Fig. 1: local utilization
(2 px per µm) The die is cut into 23 by 12 equal tiles; dark blue is low, red is high, 0 to 100% covered.
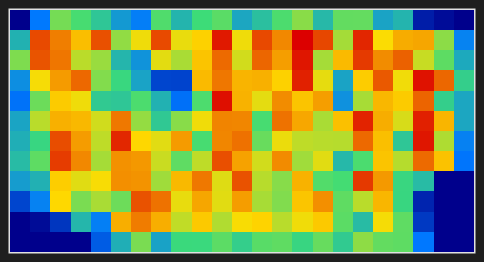
Fig. 2: placement view
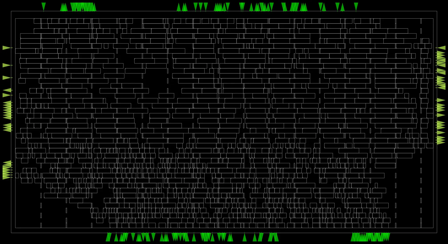
Fig. 3: M1 wires
(3 px per µm) Supply wires on this layer in grey. Cells faint in the background.
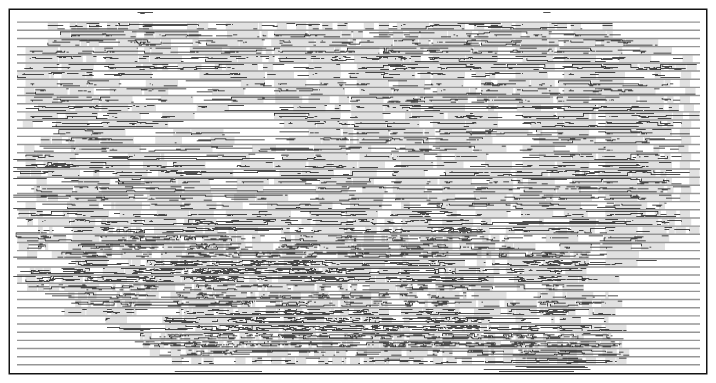
Fig. 4: nets reached from selected ports
(1.5 px per µm)
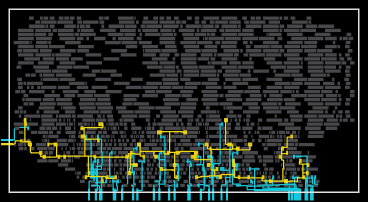
Fig. 5: cells coloured by class
(2 px per µm)
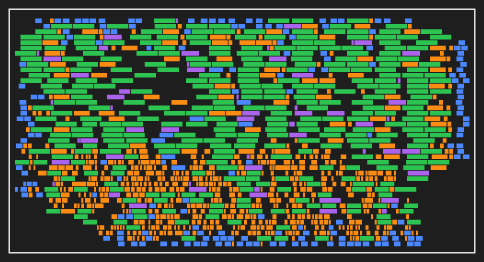
## src/rtl/fetch_prefetch_queue.sv

```systemverilog
// Instruction-fetch front end: credit-limited sequential fetch into a small
// prefetch FIFO feeding the IF/ID stage, with redirect flush of wrong-path work.
module fetch_prefetch_queue #(
    parameter int          DEPTH    = 4,
    parameter logic [31:0] RESET_PC = 32'h0000_0000
) (
    input  logic        clk,
    input  logic        rst,
    output logic        imem_req,
    output logic [31:0] imem_addr,
    input  logic        imem_gnt,
    input  logic        imem_rvalid,
    input  logic [31:0] imem_rdata,
    input  logic        redirect,
    input  logic [31:0] redirect_pc,
    input  logic        IF_ID_Write,
    output logic        inst_valid,
    output logic [31:0] Inst,
    output logic [31:0] PCplus4
);

    localparam int AW = $clog2(DEPTH);
    localparam int CW = AW + 1;

    logic [31:0]   fetch_pc;
    logic [31:0]   resp_pc;
    logic [31:0]   inst_mem [DEPTH];
    logic [31:0]   pc4_mem  [DEPTH];
    logic [AW-1:0] rd_ptr;
    logic [AW-1:0] wr_ptr;
    logic [CW-1:0] count;
    logic [CW-1:0] inflight;
    logic [CW-1:0] drop;
    logic [CW-1:0] inflight_next;
    logic [CW:0]   credits_used;
    logic          xfer;
    logic          resp;
    logic          push;
    logic          pop;

    // Every buffered word and every outstanding request holds one credit, so
    // a response always finds a free FIFO slot.
    always_comb begin
        credits_used  = {1'b0, count} + {1'b0, inflight};
        imem_req      = !rst && (credits_used < (CW+1)'(DEPTH)) && !redirect;
        imem_addr     = fetch_pc;
        xfer          = imem_req && imem_gnt;
        resp          = imem_rvalid && (inflight != '0);
        push          = resp && (drop == '0) && !redirect;
        pop           = IF_ID_Write && (count != '0);
        inflight_next = inflight + CW'(xfer) - CW'(resp);
    end

    always_comb begin
        inst_valid = (count != '0);
        Inst       = inst_valid ? inst_mem[rd_ptr] : 32'h0;
        PCplus4    = inst_valid ? pc4_mem[rd_ptr]  : 32'h0;
    end

    // NOTE: sequential state uses non-blocking assignments so every register
    // samples the pre-edge values, independent of block ordering.
    always_ff @(posedge clk) begin
        if (rst) begin
            fetch_pc <= RESET_PC;
            resp_pc  <= RESET_PC;
            rd_ptr   <= '0;
            wr_ptr   <= '0;
            count    <= '0;
            inflight <= '0;
            drop     <= '0;
        end else begin
            inflight <= inflight_next;
            if (redirect) begin
                // Everything still outstanding after this cycle is wrong-path.
                fetch_pc <= redirect_pc;
                resp_pc  <= redirect_pc;
                rd_ptr   <= '0;
                wr_ptr   <= '0;
                count    <= '0;
                drop     <= inflight_next;
            end else begin
                if (xfer)
                    fetch_pc <= fetch_pc + 32'd4;
                if (resp && (drop != '0))
                    drop <= drop - 1'b1;
                if (push) begin
                    wr_ptr  <= wr_ptr + 1'b1;
                    resp_pc <= resp_pc + 32'd4;
                end
                if (pop)
                    rd_ptr <= rd_ptr + 1'b1;
                if (push && !pop)
                    count <= count + 1'b1;
                else if (!push && pop)
                    count <= count - 1'b1;
            end
        end
    end

    // NOTE: the payload array is not reset; count gates every read, so stale
    // contents are never visible and the storage stays plain RAM.
    always_ff @(posedge clk) begin
        if (push) begin
            inst_mem[wr_ptr] <= imem_rdata;
            pc4_mem[wr_ptr]  <= resp_pc + 32'd4;
        end
    end

endmodule

```

## config.mk

```make
export PLATFORM = sky130hd
export DESIGN_NAME = fetch_prefetch_queue
export DESIGN_NICKNAME = d
export VERILOG_FILES = /design/src/rtl/fetch_prefetch_queue.sv
export SDC_FILE = /design/constraint.sdc
export NUM_CORES = 1
export LEC_CHECK = 0
export CAP_MARGIN = 5
export CORE_AREA = 2 2 230 119
export CTS_CLUSTER_DIAMETER = 80
export DETAILED_ROUTE_END_ITERATION = 6
export DIE_AREA = 0 0 232 121
export PLACE_DENSITY = 0.86
export SLEW_MARGIN = 25
export SYNTH_ARGS = -nofsm -noshare
export SYNTH_HDL_FRONTEND = slang
export SYNTH_SLANG_ARGS = --single-unit
```

## constraint.sdc

```tcl
create_clock -name clk -period 4.1 [get_ports clk]
set_input_delay 0.82 -clock clk [delete_from_list [all_inputs] [get_ports clk]]
set_output_delay 0.82 -clock clk [all_outputs]
set_load 0.01 [all_outputs]
```

==> reports/summary.txt <==
Post-CTS Hold Buffers: 0
Worst flop-to-flop path startpoint: count[2]
Placed cells: 1488
Critical-path top delay cell: dfxtp_4
Sequential share of power: 48.4%
Antenna diodes: 0
Layout cell share with drive strength beyond 1: 12.2%
Clock Skews: 27.0 ps
Status: completed
Cell taking the most area after synthesis: edfxtp_1
Drt wl/cell: 20.7 µm
Switching Share: 25.3%
Routability congestion estimate: 0.912
Post-CTS Setup Inserts: 0
TritonCTS Buffers: 30
H-tree depth: 1
Final Max Slew Viols: 0
Grt met3 use: 5.40%
Post-synth ARST share: 0%
CP endpoint: PCplus4[6]
Most frequent cell after synthesis: edfxtp_1
Largest net degree at the start of global routing: 68
Top FF cell, synth: edfxtp_1
Slew margin rel.: 38.5%
WL met3: 2630 µm
Critical Path AT: 2860 ps
Tool Warnings: 30
CTS root buffer: clkbuf_16
Full die area: 28100 µm²
Post-route ant nets: 0
R2R Setup Slk: 1200 ps
Tmin final: 3680 ps
Most used routing layer: met2
RSZ-0062 raised after global routing: false
Post-Synthesis Net Count: 1096
M1 WL: 14500 µm
Switch Pwr: 2.08 mW
Critical Path, Cell by Cell: buf_4 > mux4_2 > and2_1 > clkdlybuf4s50_1
Synth Seq Share: 64.5%
Hold depth: 2
Pre-antenna DRT Iters: 5
Worst-path maximum fanout: 26
Vias in the first global route: 8797
Register area: 9270 µm²
Simple Share, Synth: 11.4%
Yosys cell types: 54
Crit path DRT: 3280 ps
Resized cells post-CTS: 0
Top Layer Used: met4
Power share of the clock group: 33.9%
Overall die height: 121 µm
Final Hold Fails: 0
Mux share: 10.2%
Highest clock rate: 272 MHz
GRT met2 Usage: 34.8%
Type of origin of the critical path: flop
R2R Path End: drop[2]
Chip Area, Yosys: 14400 µm²
Worst hold path startpoint: imem_addr[1]
Mapped cell area: 14400 µm²
Area grow syn2layout: 21.4%
Yosys aoi share: 5.57%
Static leakage: 5.64 nW
Worst setup EP type: output pin
WP buf/inv: 2
Hold Path Class: reg2reg
Gate Area: 4740 µm²
Internal power: 6.14 mW
Top non-seq family: simple AND/OR/NAND/NOR gates
DP Wirelength: 20900 µm
Clock slew at reported path FFs: 60 ps
Post-Syn Instances: 1011
Fp util: 55.2%
Crit path kind: reg2out
Post-synth EDFFs: 256
Drt initial violations: 883
Syn_area_per_cell: 14.2 µm²
# setup viols final: 0
DR DRC count: 0
Top cells by area: edfxtp_1 (53%), dfxtp_1 (11%), mux4_2 (10%), and2_1 (3.1%), xnor2_1 (2.8%)
Commonest cells in the synthesized netlist: edfxtp_1 (256), dfxtp_1 (79), and2_1 (72), nand2_1 (72), mux4_2 (64)
Vias/cell: 5.86
Port bufs: 167
Final period util: 89.8%
Dpl ws: 651 ps
Fin nets: 1253
First-pass GRT wire length: 49100 µm
Die X: 232 µm
Overflow after GRT: 0
Xor/xnor share: 4.33%
Worst slew pin tran: 913 ps
Clock buffer depth: 3
Critical path depth: 4
Latency at later pin: 560 ps
Area share, top type: 53.5%
Synthesized-area fraction occupied by adder cells: 1.41%
Warnings, synthesis: 0
Final setup margin: 420 ps
Met2 routed WL: 14300 µm
Gate power share: 17.7%
Clock Sinks: 335
Initial antenna violation count: 1
I/O pins: 168
Peak supply drop: 0.330 mV
# Cells Yosys: 1011
Worst Hold Path EP: imem_addr[1]
Seq cells post-synth: 335
## Picture notes: Fig. 1
fullest tile	100%
nearly empty tiles	5.4%
tiles over 75% full	37%

## Picture notes: Fig. 2
flop count: 335
Filler cells: 1838
fin cells: 1544
n_taps: 352
std cell rows: 42

## Picture notes: Fig. 3
wire length on this layer	14500 µm
longest straight run	68.1 µm
Total Wirelength: 31900 µm
met1 usage: 34.5%
vias: 9047

## Picture notes: Fig. 4
colour	port	direction	edge	end cells	buffers	wire
yellow	`rst`	input	left	61	2	609 µm
cyan	`redirect_pc`	input	31 bottom, 1 left	47	32	988 µm

## Picture notes: Fig. 5
colour	class	cells
purple	clock drivers and dummy loads	56
orange	combinational and other logic	617
blue	other buffers and delay cells	184
green	flops	335
Seq area share: 53.1%
core area: 26000 µm²
Layout Utilization: 67.1%
final non-filler cell area: 17500 µm²

[power by group through the flow]
stage | Sequential (mW) | Clock [mW] | Combinational [mW]
floorplan | 4.02 | 0 | 0.826
global placement | 4.04 | 0 | 1.43
detailed placement | 4.05 | 0 | 1.46
CTS | 3.98 | 2.83 | 1.47
global route | 4.00 | 2.95 | 1.59
finish | 3.98 | 2.79 | 1.46
[registers in the layout (all words and copies together), names as in the netlist, named ones only]
signal	cells
wr_ptr	2
resp_pc	32
pc4_mem	128
inst_mem	128
inflight	3
count	3
rd_ptr	2
imem_addr	32
drop	3
[cell type report]
type | count | share of cell area (%)
Sequential cell | 335 | 53.1
Timing Repair Buffer | 184 | 10.8
Clock buffer | 37 | 4.51
Multi-Input combinational cell | 583 | 27.2
Clock inverter | 19 | 1.12
Inverter | 34 | 0.731
Tap cell | 352 | 2.52
[cells in the final DEF, fill, tap and decap left out, types with 15 or more instances in the layout]
cell,Yosys,final
edfxtp_1,256,256
clkdlybuf4s50_1,0,165
dfxtp_1,79,77
nand2_1,72,72
and2_1,72,72
mux4_2,64,64
xnor2_1,46,46
nor2_1,44,44
inv_1,32,32
a21oi_1,30,30
nand3_1,30,30
nand4_1,30,30
clkbuf_16,0,30
xor2_1,25,25
a31oi_1,20,20
a21boi_0,17,17
or3_1,17,16
o21ai_0,15,15
[stage by stage]
step / hold WS (ps) / utilization, % / power (mW) / area (µm²)
2_1_floorplan: 460 / - / 4.84 / 14400
3_3_place_gp: 446 / 63.3 / 5.47 / 16500
3_5_place_dp: 462 / 63.3 / 5.51 / 16500
4_1_cts: 475 / 67.1 / 8.27 / 17400
5_1_grt: 497 / 67.1 / 8.54 / 17500
6_report: 471 / 67.1 / 8.22 / 17500
Power figures rest on the tool's default switching activity, not on a simulated workload.
